`config.mk`:
```
export PLATFORM = sky130hd
export DESIGN_NAME = mem_sequencer
export DESIGN_NICKNAME = d
export VERILOG_FILES = /design/src/rtl/mem_sequencer.sv
export SDC_FILE = /design/constraint.sdc
export NUM_CORES = 1
export LEC_CHECK = 0
export ABC_AREA = 0
export CORE_MARGIN = 4
export CORE_UTILIZATION = 46
export CTS_BUF_LIST = sky130_fd_sc_hd__clkbuf_4 sky130_fd_sc_hd__clkbuf_8 sky130_fd_sc_hd__clkbuf_16
export CTS_CLUSTER_DIAMETER = 60
export DETAILED_ROUTE_END_ITERATION = 8
export GPL_TIMING_DRIVEN = 0
export PLACE_DENSITY_LB_ADDON = 0.12
export SLEW_MARGIN = 0
export SYNTH_ARGS = -nofsm -noshare
export SYNTH_HDL_FRONTEND = slang
export SYNTH_SLANG_ARGS = --single-unit
export TNS_END_PERCENT = 30
```
`constraint.sdc`:
```
create_clock -name clk -period 3.02 [get_ports clk]
set_clock_uncertainty 0.2 [all_clocks]
set_input_delay 0.755 -clock clk [delete_from_list [all_inputs] [get_ports clk]]
set_output_delay 0.755 -clock clk [all_outputs]
set_load 0.02 [all_outputs]
```
`src/rtl/mem_sequencer.sv`:
```
// mem_sequencer
//   Steps a single-cycle fetch/decode core through its accesses to one shared,
//   variable-latency memory port. For each instruction it fetches at pc, does
//   the optional load/store, then opens a one-cycle commit window (stall=0).
//   The core advances pc and writes back only in that window.
//
// Ports
//   clk, rst                 clock, asynchronous active-low reset
//   pc                       core program counter, stable while stall=1
//   instruction              registered instruction word for the decoder
//   memRead/memWrite         decode: load / store (both set counts as a store)
//   dataAddr/dataWdata       data address and store data from the core
//   memSignWidth             funct3 width/sign code
//   dataRdata                registered raw load data
//   stall                    1 = hold pc and suppress writeback
//   memReq/memWe/memAddr     memory request, write enable, address
//   memWdata/memWidth        memory write data and width code
//   memAck/memRdata          memory completion and read data
//   busErr                   sticky bus-timeout flag
//   cycleCount/instret       free-running cycle and retired-instruction counters
module mem_sequencer #(
  parameter int unsigned TIMEOUT = 255,
  parameter logic [31:0] NOP     = 32'h0000_0013
) (
  input  logic        clk,
  input  logic        rst,
  input  logic [31:0] pc,
  output logic [31:0] instruction,
  input  logic        memRead,
  input  logic        memWrite,
  input  logic [31:0] dataAddr,
  input  logic [31:0] dataWdata,
  input  logic [2:0]  memSignWidth,
  output logic [31:0] dataRdata,
  output logic        stall,
  output logic        memReq,
  output logic        memWe,
  output logic [31:0] memAddr,
  output logic [31:0] memWdata,
  output logic [2:0]  memWidth,
  input  logic        memAck,
  input  logic [31:0] memRdata,
  output logic        busErr,
  output logic [31:0] cycleCount,
  output logic [31:0] instret
);

  typedef enum logic [1:0] {FETCH, EXEC, DATA, COMMIT} state_t;

  // Last value of the wait counter before the access is abandoned.
  localparam logic [31:0] TO_LAST = (TIMEOUT == 0) ? 32'd0 : 32'(TIMEOUT - 1);

  state_t      state_q;
  logic [31:0] instr_q;
  logic [31:0] rdata_q;
  logic [31:0] addr_q;
  logic [31:0] wdata_q;
  logic [2:0]  width_q;
  logic        we_q;
  logic        busErr_q;
  logic [31:0] cyc_q;
  logic [31:0] ret_q;
  logic [31:0] to_q;
  logic        to_hit;

  // Fires on the TIMEOUT-th consecutive unacknowledged request cycle.
  assign to_hit = (TIMEOUT != 0) && (to_q == TO_LAST);

  always_ff @(posedge clk or negedge rst) begin
    if (!rst) begin
      state_q  <= FETCH;
      instr_q  <= NOP;
      rdata_q  <= '0;
      addr_q   <= '0;
      wdata_q  <= '0;
      width_q  <= '0;
      we_q     <= 1'b0;
      busErr_q <= 1'b0;
      cyc_q    <= '0;
      ret_q    <= '0;
      to_q     <= '0;
    end else begin
      cyc_q <= cyc_q + 32'd1;
      case (state_q)
        FETCH: begin
          // An ack in the timeout cycle still completes the access cleanly.
          if (memAck) begin
            instr_q <= memRdata;
            state_q <= EXEC;
          end else if (to_hit) begin
            busErr_q <= 1'b1;
            instr_q  <= NOP;
            state_q  <= EXEC;
          end else begin
            to_q <= to_q + 32'd1;
          end
        end
        EXEC: begin
          // Decode has settled on the new instruction word this cycle.
          if (memRead || memWrite) begin
            addr_q  <= dataAddr;
            wdata_q <= dataWdata;
            width_q <= memSignWidth;
            we_q    <= memWrite;
            to_q    <= '0;
            state_q <= DATA;
          end else begin
            state_q <= COMMIT;
          end
        end
        DATA: begin
          if (memAck) begin
            if (!we_q) rdata_q <= memRdata;
            state_q <= COMMIT;
          end else if (to_hit) begin
            busErr_q <= 1'b1;
            rdata_q  <= '0;
            state_q  <= COMMIT;
          end else begin
            to_q <= to_q + 32'd1;
          end
        end
        COMMIT: begin
          ret_q   <= ret_q + 32'd1;
          to_q    <= '0;
          state_q <= FETCH;
        end
        default: state_q <= FETCH;
      endcase
    end
  end

  // Request and stall are decoded from state and gated by reset so that an
  // in-flight access is dropped in the very cycle reset asserts.
  assign memReq = rst && ((state_q == FETCH) || (state_q == DATA));
  assign stall  = !(rst && (state_q == COMMIT));

  always_comb begin
    memAddr  = '0;
    memWdata = '0;
    memWe    = 1'b0;
    memWidth = '0;
    case (state_q)
      FETCH: begin
        memAddr  = pc;
        memWidth = 3'b010;
      end
      DATA: begin
        memAddr  = addr_q;
        memWdata = wdata_q;
        memWe    = we_q;
        memWidth = width_q;
      end
      default: ;
    endcase
  end

  assign instruction = instr_q;
  assign dataRdata   = rdata_q;
  assign busErr      = busErr_q;
  assign cycleCount  = cyc_q;
  assign instret     = ret_q;

endmodule

```
==> flow_metrics.rpt <==
==== FLOW RESULTS ====
----------------------------------------------------
[Run status]
  Status ........................ finished clean

[STA]
  Unrepaired setup endpoints after global routing ........................ true
  Fin Hold WS ........................ 0.0177 ns
  Max Transition Viols Final ........................ 0
  Fmax ........................ 332 MHz
  Final setup margin ........................ 0.0120 ns
  Final period util ........................ 99.6%
  Final Hold Violating Endpoints ........................ 0
  Max-slew headroom ........................ 22.2%
  Post-layout minimum cycle time ........................ 3.01 ns
  Final setup violation count ........................ 0
  Setup TNS Final ........................ 0 ns
  Actual slew at the worst max-slew pin ........................ 1.16 ns

[Layout]
  Sequential cell area in the final layout ........................ 5780 sq um
  Post-layout instance area ........................ 14900 sq um
  Sequential cell count ........................ 231
  Final standard cell count with taps included and fillers excluded ........................ 1526
  Multi-input gate share of total cell area ........................ 27.9%
  Sequential share of cell area ........................ 38.8%
  Fill cell instance count of the final layout ........................ 1669
  Combinational Area ........................ 4150 sq um
  Final net count ........................ 1366
  Count of inverters other than clock inverters in the layout ........................ 19
  # diodes ........................ 2
  Post-Route Utilization ........................ 68.5%
  Most common cell after layout, fill and taps aside ........................ clkdlybuf4s50_1
  Non-Clock Buffer Area Fraction ........................ 23.7%
  Clock network area share ........................ 6.79%
  Final-layout clock buffer total ........................ 41
  Number of non-clock buffers in the layout ........................ 388
  Area grow syn2layout ........................ 46.5%
  Dominant logic cell types in the final layout ........................ 263 x clkdlybuf4s50_1, 228 x dfrtp_1, 92 x a22o_1, 69 x mux2_2, 48 x nand2_1
  Fraction of layout instances using a drive strength above 1 ........................ 17.9%
  Mi-comb count ........................ 554
  Largest cell class by area ........................ registers

[Placed design]
  RePlAce Congestion ........................ 0.913
  DP Worst Slack ........................ -0.751 ns
  Instance area after placement ........................ 13900 sq um
  Post-placement cell count ........................ 1470
  DP Wirelength ........................ 23700 um

[Worst setup path]
  Number of gates on the worst path with buffers counted ........................ 6
  Sequence of cells on the critical path ........................ buf_4, ha_4, clkbuf_8, clkbuf_4, and2_1, clkdlybuf4s15_2
  Endpoint of the most critical setup path ........................ memWdata[14]
  Startpoint of the worst register-to-register path ........................ to_q[0]$_DFFE_PN0P_
  R2r worst-path depth ........................ 9
  Slowest stage cell, crit path ........................ dfrtp_1
  Worst Path Required ........................ 2.06 ns
  Data arrival time of the critical path ........................ 2.05 ns
  Endpoint of the most critical register-to-register path ........................ to_q[29]$_DFFE_PN0P_
  First element of the critical path ........................ state_q[1]$_DFFE_PN0P_
  Crit start category ........................ flip-flop
  Type of the worst setup path ........................ flip-flop to output port
  Crit end category ........................ output port
  CP peak stage delay ........................ 0.40 ns
  CP delay by family, top ........................ buffers and inverters
  CP Max Fanout ........................ 10
  Setup slack of the worst register-to-register path ........................ 0.20 ns
  Buffering stage count on the worst path with inverters included ........................ 4

[Floorplanning]
  Die outline width ........................ 157 um
  Pre-Place Util ........................ 46.7%
  Die Footprint ........................ 24500 sq um
  Core Area ........................ 21800 sq um
  Chip Height ........................ 157 um
  Number of cell rows ........................ 54
  Tap Count ........................ 280

[Synth]
  Multiplexer share of the synthesized area ........................ 7.84%
  Mapped Nets ........................ 998
  Xor-xnor portion of the synthesized cell area ........................ 5.34%
  Compound-gate portion of the synthesized area ........................ 12.7%
  Most frequent cells after synthesis ........................ 228 x dfrtp_1, 93 x a22o_1, 69 x mux2_2, 48 x nand2_1
  Post-synth design cell area ........................ 10200 sq um
  Synthesis-stage register bit count ........................ 231
  Post-synthesis chip area from yosys ........................ 10200 sq um
  Sequential fraction of the synthesis area ........................ 56.9%
  Dominant kind of combinational cell ........................ simple AND/OR/NAND/NOR gates
  Async set-or-reset flop fraction in the synthesized netlist ........................ 100%
  Synth cell types ........................ 48
  Post-synthesis adder-cell area fraction ........................ 0.984%
  Synth warn ........................ 0
  Share of the synthesized area in the top cell type ........................ 56.1%
  Average size of a mapped cell ........................ 11.9 sq um
  Flip-flops with a built-in enable ........................ 0
  Most repeated cell in the gate-level netlist after synthesis ........................ dfrtp_1
  Cells in synth_stat.txt ........................ 854
  Synth Area in Simple Gates ........................ 13.5%
  Instance count of the mapped netlist ........................ 854
  Top cell type by total area after synthesis ........................ dfrtp_1
  Main synth FF type ........................ dfrtp_1
  Most area-consuming cells after synthesis ........................ dfrtp_1 56%, a22o_1 8.0%, mux2_2 7.6%

[Clock network]
  Number of hold buffers added after CTS ........................ 2
  Clock-pin slew on the worst setup and hold paths ........................ 0.06 ns
  Post-CTS setup repair buffer count ........................ 3
  Clock sink count ........................ 231
  Root buf cell ........................ clkbuf_16
  Maximum number of buffers from clock root to sink ........................ 3
  Clock H-tree levels ........................ 1
  Number of buffers created by CTS ........................ 28
  Number of cells upsized or downsized after cts ........................ 197
  Clock tree from TritonCTS ........................ built
  Insertion delay to the later sink of the worst-skew pair ........................ 0.53 ns

[Pwr]
  Power attributed to combinational cells ........................ 5.97 mW
  Group drawing the most power ........................ combinational logic
  Seq. pwr ........................ 4.59 mW
  Cell area power density ........................ 948 nW/um^2
  Sw Ratio ........................ 35.8%
  Combinational Power Share ........................ 42.2%
  Switching component of the power ........................ 5.06 mW
  Highest ir drop seen on vdd ........................ 0.622 mV
  Tot Pwr ........................ 14.1 mW
  Cell-internal power ........................ 9.06 mW
  Static Leakage ........................ 6.55 nW
  Portion of total power attributed to sequential cells ........................ 32.5%

[Drt]
  Aggregate routed wire length ........................ 32200 um
  M1 wire length ........................ 12400 um
  Detail-routed via count per cell ........................ 5.61
  Total met3 wirelength after detailed routing ........................ 3510 um
  Mean routed wirelength per cell ........................ 21.1 um
  Drt first-iter violations ........................ 581
  Total vias in the final route ........................ 8562
  Top Metal Used ........................ met4
  Antenna Nets Post-Route ........................ 0
  First drt pass iteration count ........................ 6
  Met2 Wirelength ........................ 15300 um
  Remaining design rule violation count ........................ 0

[GRT]
  Layer with the highest usage after global routing ........................ met2
  Pin count of the biggest net entering global routing ........................ 98
  Residual overflow from global routing ........................ 0
  Met3 usage ........................ 9.87%
  Met1 track demand over resource in global routing ........................ 31.2%
  Number of antenna violations at the first check in global routing ........................ 1
  GR Util All Layers ........................ 25.5%
  Met2 usage in global routing ........................ 41.9%
  Global-route wire length before repair ........................ 49800 um
  Via count of the first global-routing pass ........................ 8718

[Flow run]
  Total number of warnings across the stage logs ........................ 32
  Max_cap viols ........................ 0

[Hold path]
  Class of the tightest hold or removal check ........................ input port to async pin

----------------------------------------------------
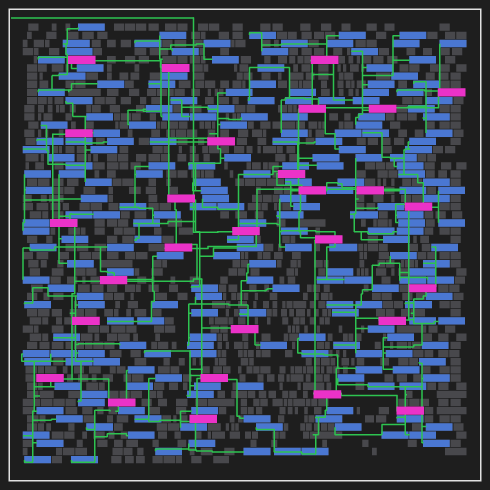
(images/clock_wires.png)
Scale: 3 px per um.
- blue: flip-flops (count 231)
- green: clock wires (length 3130 um)
- magenta: clock-net drivers (count 28)
- flops lie: widely spread
- routed clock nets: 29
clock network fraction of design power: 25.2%
reported clock group power: 3.57 mW

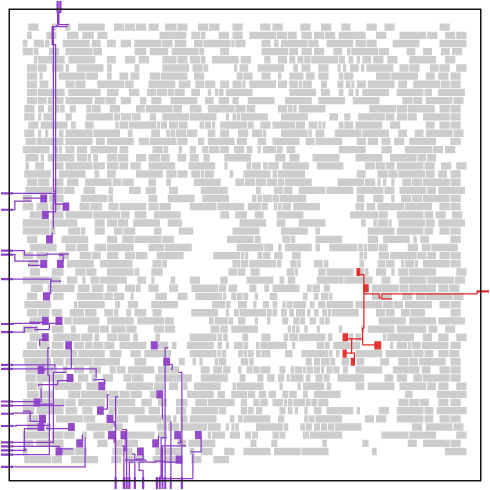
(images/port_trees.png)
Scale: 3 px per um.
- red: memAck (bits 1; direction input; end cells 6; buffers 1; wire 94.0 um)
- purple: memWdata (bits 32; direction output; end cells 32; buffers 32; wire 921 um)
count of input and output buffers: 334
I/O Pins: 335

No activity file was given, so power comes from the tool's default toggle rates.
